## config.mk

```make
export PLATFORM = sky130hd
export DESIGN_NAME = dm_bus_bridge_flat
export DESIGN_NICKNAME = d
export VERILOG_FILES = /design/src/rtl/dm_bus_bridge_pkg.sv /design/src/rtl/dm_bus_bridge_if.sv /design/src/rtl/dm_bus_bridge.sv /design/src/flat_wrapper.sv
export SDC_FILE = /design/constraint.sdc
export NUM_CORES = 1
export LEC_CHECK = 0
export ABC_AREA = 1
export CELL_PAD_IN_SITES_DETAIL_PLACEMENT = 0
export CELL_PAD_IN_SITES_GLOBAL_PLACEMENT = 2
export CORE_UTILIZATION = 22
export DETAILED_ROUTE_END_ITERATION = 6
export MAX_ROUTING_LAYER = met4
export PLACE_DENSITY = 0.89
export REMOVE_ABC_BUFFERS = 1
export SLEW_MARGIN = 20
export SYNTH_ARGS = -nofsm -noshare
export SYNTH_HDL_FRONTEND = slang
export SYNTH_SLANG_ARGS = --single-unit
export TNS_END_PERCENT = 1
```

## constraint.sdc

```tcl
create_clock -name CLK -period 1.68 [get_ports CLK]
set_input_delay 0.168 -clock CLK [delete_from_list [all_inputs] [get_ports CLK]]
set_output_delay 0.168 -clock CLK [all_outputs]
set_load 0.02 [all_outputs]
```

## src/rtl/dm_bus_bridge_pkg.sv

```systemverilog
// dm_bus_pkg: shared state encoding and alignment mask for the data-memory bus bridge.
package dm_bus_pkg;

    typedef enum logic [1:0] {
        IDLE = 2'd0,
        REQ  = 2'd1,
        DONE = 2'd2,
        ERR  = 2'd3
    } dm_bus_state_t;

    // Byte-offset bits that must be zero for a word access.
    localparam logic [1:0] ALIGN_MASK = 2'b11;

endpackage

```

## src/rtl/dm_bus_bridge_if.sv

```systemverilog
// dm_bus_if: valid/ready data-memory request bus; master = bridge, slave = memory.
interface dm_bus_if #(
    parameter int ADDR_W = 32,
    parameter int DATA_W = 32
);
    logic              mem_valid;
    logic              mem_we;
    logic [ADDR_W-1:0] mem_addr;
    logic [DATA_W-1:0] mem_wdata;
    logic              mem_ready;
    logic [DATA_W-1:0] mem_rdata;

    modport master (
        output mem_valid, mem_we, mem_addr, mem_wdata,
        input  mem_ready, mem_rdata
    );

    modport slave (
        input  mem_valid, mem_we, mem_addr, mem_wdata,
        output mem_ready, mem_rdata
    );
endinterface

```

## src/rtl/dm_bus_bridge.sv

```systemverilog
// dm_bus_bridge: stalls the CPU memory state while a latched, word-aligned access runs on dm_bus_if; optional REQ timeout via DM_BUS_TIMEOUT_EN.
module dm_bus_bridge
    import dm_bus_pkg::*;
#(
    parameter int ADDR_W      = 32,
    parameter int DATA_W      = 32,
    parameter int TIMEOUT_CYC = 255
) (
    input  logic              CLK,
    input  logic              reset,
    input  logic              cpu_req,
    input  logic              cpu_we,
    input  logic [ADDR_W-1:0] cpu_addr,
    input  logic [DATA_W-1:0] cpu_wdata,
    output logic [DATA_W-1:0] cpu_rdata,
    output logic              cpu_stall,
    output logic              cpu_done,
    output logic              cpu_err,
    dm_bus_if.master          bus
);

    dm_bus_state_t     state, state_nx;
    logic              we_q;
    logic [ADDR_W-1:0] addr_q;
    logic [DATA_W-1:0] wdata_q;
    logic [DATA_W-1:0] rdata_q;
    logic              aligned;
    logic              expired;

    assign aligned = (cpu_addr[1:0] & ALIGN_MASK) == 2'b00;

`ifdef DM_BUS_TIMEOUT_EN
    localparam int CNT_W = ($clog2(TIMEOUT_CYC + 1) > 8) ? $clog2(TIMEOUT_CYC + 1) : 8;

    logic [CNT_W-1:0] cnt;

    // Expires on the last permitted wait cycle so mem_valid is high exactly TIMEOUT_CYC cycles.
    assign expired = cnt == CNT_W'(TIMEOUT_CYC - 1);

    // Wait-cycle counter: held at zero outside REQ, so it is clear on every REQ entry.
    always_ff @(posedge CLK or negedge reset) begin
        if (!reset)
            cnt <= '0;
        else if (state != REQ)
            cnt <= '0;
        else if (!bus.mem_ready)
            cnt <= cnt + 1'b1;
    end
`else
    // Without the timeout feature REQ never expires.
    assign expired = TIMEOUT_CYC < 0;
`endif

    // State register; reset drops mem_valid immediately because it decodes REQ.
    always_ff @(posedge CLK or negedge reset) begin
        if (!reset)
            state <= IDLE;
        else
            state <= state_nx;
    end

    // Next state: mem_ready beats an expiring timeout in the same cycle.
    always_comb begin
        state_nx = state;
        case (state)
            IDLE:    state_nx = cpu_req ? (aligned ? REQ : ERR) : IDLE;
            REQ:     state_nx = bus.mem_ready ? DONE : (expired ? ERR : REQ);
            default: state_nx = IDLE;
        endcase
    end

    // Access latch on acceptance and read-data capture on a read handshake.
    always_ff @(posedge CLK or negedge reset) begin
        if (!reset) begin
            we_q    <= 1'b0;
            addr_q  <= '0;
            wdata_q <= '0;
            rdata_q <= '0;
        end else begin
            if (state == IDLE && cpu_req && aligned) begin
                we_q    <= cpu_we;
                addr_q  <= {cpu_addr[ADDR_W-1:2], 2'b00};
                wdata_q <= cpu_wdata;
            end
            if (state == REQ && bus.mem_ready && !we_q)
                rdata_q <= bus.mem_rdata;
        end
    end

    assign bus.mem_valid = state == REQ;
    assign bus.mem_we    = state == REQ && we_q;
    assign bus.mem_addr  = addr_q;
    assign bus.mem_wdata = wdata_q;
    assign cpu_rdata     = rdata_q;
    assign cpu_done      = state == DONE || state == ERR;
    assign cpu_err       = state == ERR;
    assign cpu_stall     = reset && ((state == IDLE && cpu_req) || state == REQ);

endmodule

```

## src/flat_wrapper.sv

```systemverilog
// flat-port wrapper written by rule: the top's interface ports become plain ports
module dm_bus_bridge_flat import dm_bus_pkg::*;
#(
    parameter int ADDR_W      = 32,
    parameter int DATA_W      = 32,
    parameter int TIMEOUT_CYC = 255
)
  (CLK, reset, cpu_req, cpu_we, cpu_addr, cpu_wdata, cpu_rdata, cpu_stall, cpu_done, cpu_err, bus_mem_valid, bus_mem_we, bus_mem_addr, bus_mem_wdata, bus_mem_ready, bus_mem_rdata);
  dm_bus_if #(.ADDR_W(ADDR_W), .DATA_W(DATA_W)) bus_i ();
  input  logic CLK;
  input  logic reset;
  input  logic cpu_req;
  input  logic cpu_we;
  input  logic [ADDR_W-1:0] cpu_addr;
  input  logic [DATA_W-1:0] cpu_wdata;
  output logic [DATA_W-1:0] cpu_rdata;
  output logic cpu_stall;
  output logic cpu_done;
  output logic cpu_err;
  output wire logic [$bits(bus_i.mem_valid)-1:0] bus_mem_valid;
  output wire logic [$bits(bus_i.mem_we)-1:0] bus_mem_we;
  output wire logic [$bits(bus_i.mem_addr)-1:0] bus_mem_addr;
  output wire logic [$bits(bus_i.mem_wdata)-1:0] bus_mem_wdata;
  input wire logic [$bits(bus_i.mem_ready)-1:0] bus_mem_ready;
  input wire logic [$bits(bus_i.mem_rdata)-1:0] bus_mem_rdata;
  assign bus_mem_valid = bus_i.mem_valid;
  assign bus_mem_we = bus_i.mem_we;
  assign bus_mem_addr = bus_i.mem_addr;
  assign bus_mem_wdata = bus_i.mem_wdata;
  assign bus_i.mem_ready = bus_mem_ready;
  assign bus_i.mem_rdata = bus_mem_rdata;
  dm_bus_bridge #(.ADDR_W(ADDR_W), .DATA_W(DATA_W), .TIMEOUT_CYC(TIMEOUT_CYC)) u_core (.CLK(CLK), .reset(reset), .cpu_req(cpu_req), .cpu_we(cpu_we), .cpu_addr(cpu_addr), .cpu_wdata(cpu_wdata), .cpu_rdata(cpu_rdata), .cpu_stall(cpu_stall), .cpu_done(cpu_done), .cpu_err(cpu_err), .bus(bus_i));
endmodule
```

==> run_1/wires.png <==
Two of the layers only.
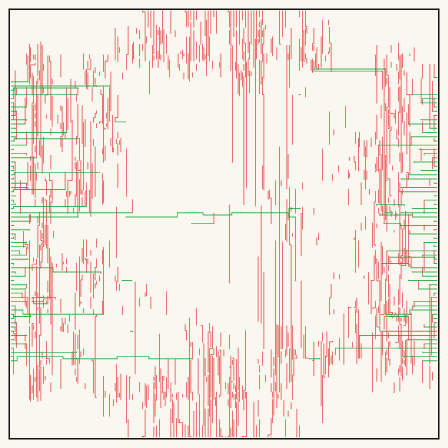
- metal 2: red (wire length 6230 microns)
- metal 3: green (wire length 1150 microns)
vias: 3924
WL per Instance: 15.2 microns
GRT Overall Usage: 14.6%
final WL: 13100 microns

==> run_1/layer_met1.png <==
Supply wires on this layer in grey.
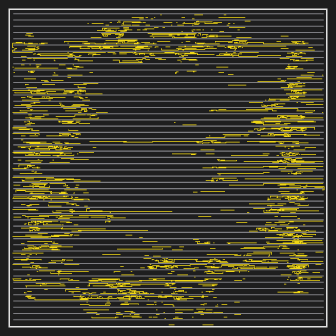
- wire length on this layer: 5580 microns
- main direction: horizontal
- nets with wire on the layer: 608
- longest straight run: 44.6 microns
GR Util met1: 17.5%

==> run_1/cell_density.png <==
Bar = 50 microns. The die is cut into 14 by 14 equal tiles; white is low, dark blue is high, 0 to 100% covered.
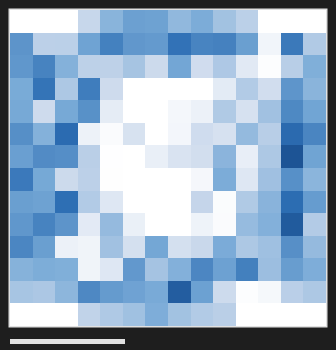
- emptiest ninth of the die: middle
- tiles over 75% full: 3.1%
- mean over tiles: 34%
- nearly empty tiles: 17%
CORE AREA: 18000 sq um
Layout Utilization: 36.9%
Starting Density: 22.5%

==> run_1/clocks.png <==
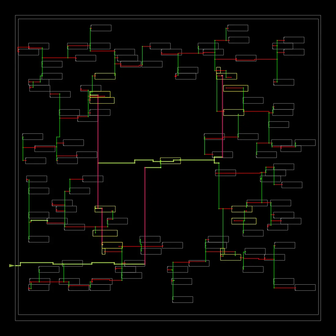
Clock Latency Late Sink: 0.34 ns
CTS Buf Count: 9
clock network power: 2.47 mW
FFs & Latches: 97
clock skew: 0.00506 ns

==> summary.txt, run 1 <==
impl run done, here's what came out: Non-clk bufs=215, I/O pins=202, setup slack, reg-to-reg=0.14 ns, remaining global-route overflow=0, CP delay by family, top=buffers and inverters, max-cap violations=0, R2R Path End=u_core.bus.mem_wdata[12], clock share of power=19.8%, aoi share=0.433%, ClkCell Share=5.40%, fin nets=730, M3 GR Usage=4.08%, Register Area=2430 sq um, post-route cell area=6650 sq um, Setup crit end kind=primary output, Log Warnings=25, post-synth top area cell=dfrtp_1, Hold EP=u_core.bus.mem_addr[22], ANT nets after route=0, outcome=finished clean, tally of non-filler cells in the final layout=863, top cells by count, synth=nand2_1, dfrtp_1, nand4_1, Tot Pwr=12.4 mW, share of layout cells above drive strength 1=6.31%, most frequent logic cells in the routed design=nand2_1, clkdlybuf4s50_1, nand4_1, dfrtp_1, buf_4, Peak VDD IR=0.746 mV, Die X=138 microns, count leader, synth=nand2_1, die area=18900 sq um, Root Driver=clkbuf_16, critical path's most frequent cell=buf_4, Worst Path Arrival=1.43 ns, CP Cell Sequence=buf_4 > buf_4 > nand2_1 > inv_1 > clkdlybuf4s15_1, busiest grt layer=met2, DP Area=6290 sq um, Place WS=-0.0137 ns, routed length on met1=5580 microns, Post-Route Setup TNS=0 ns, largest net degree at the start of global routing=98, ys flop type=dfrtp_1, WL met3=1150 microns, largest cell class by area=flip-flops and latches, Layout area overhead=64.2%, endpoints failing setup=0, Post-Syn Area=4050 sq um
==> run 2, diff against run 1 <==
CORE_MARGIN = 5   (was default)
==> run_2/clocks.png <==
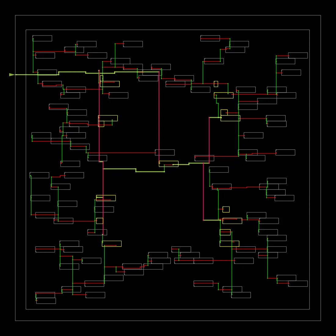
Clock Latency Late Sink: 0.35 ns
clock network power: 1.97 mW
clock sink total: 97
clkbuf count: 11

==> run_2/detail.png <==
Bar = 10 microns. Window x 58 to 88, y 58 to 88 microns. Cells in grey, sequential cells in the stronger grey; small squares are vias.
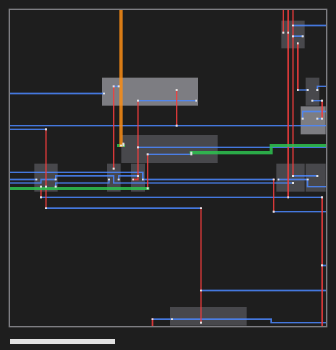
- metal 1: blue
- metal 2: red
- metal 4: orange
- metal 3: green
- cells with their middle in the window: 10
- netlist names of flops here include: u_core.bus.mem_wdata (1)
- sequential cells in the window: 1
- most frequent: nand2_1 (3), nand4_1 (2), buf_4 (2)

==> run_2/layer_met4.png <==
Supply wires on this layer in grey.
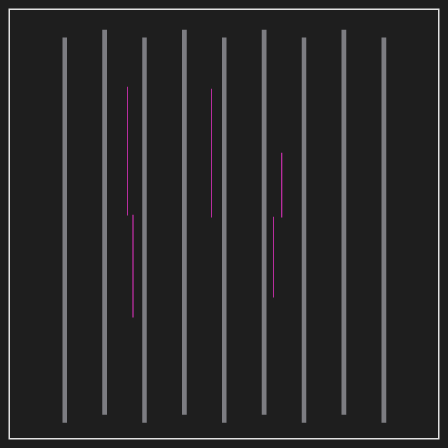
- share of all routed wire: 1.3%
- wire length on this layer: 171 microns
- main direction: vertical
- nets with wire on the layer: 2
vias: 3953
final WL: 13700 microns

==> summary.txt, run 2 <==
impl run done, here's what came out: outcome=finished clean, CORE AREA=18000 sq um (unchanged), Starting Density=22.5% (unchanged), GRT Overall Usage=13.3% (-1.2 points), endpoints failing setup=0 (unchanged), Hold EP=u_core.bus.mem_addr[8], WL met3=1080 microns (-5.7%), tally of non-filler cells in the final layout=868 (+0.58%), clock skew=0.0101 ns (+0.00504 ns), Layout Utilization=36.6% (-0.24 points), Post-Route Setup TNS=0 ns (unchanged), CP Cell Sequence=inv_2 > nor2_4 > buf_12 > dlygate4sd2_1, setup slack, reg-to-reg=0.22 ns (+0.08 ns), Log Warnings=25 (unchanged), ClkCell Share=4.26% (-1.1 points), share of layout cells above drive strength 1=6.89% (+0.58 points), Non-clk bufs=220 (+2.3%), I/O pins=202 (unchanged), DP Area=6330 sq um (+0.60%), Tot Pwr=12.1 mW (-3.0%), busiest grt layer=met2
Power figures rest on the tool's default switching activity, not on a simulated workload.
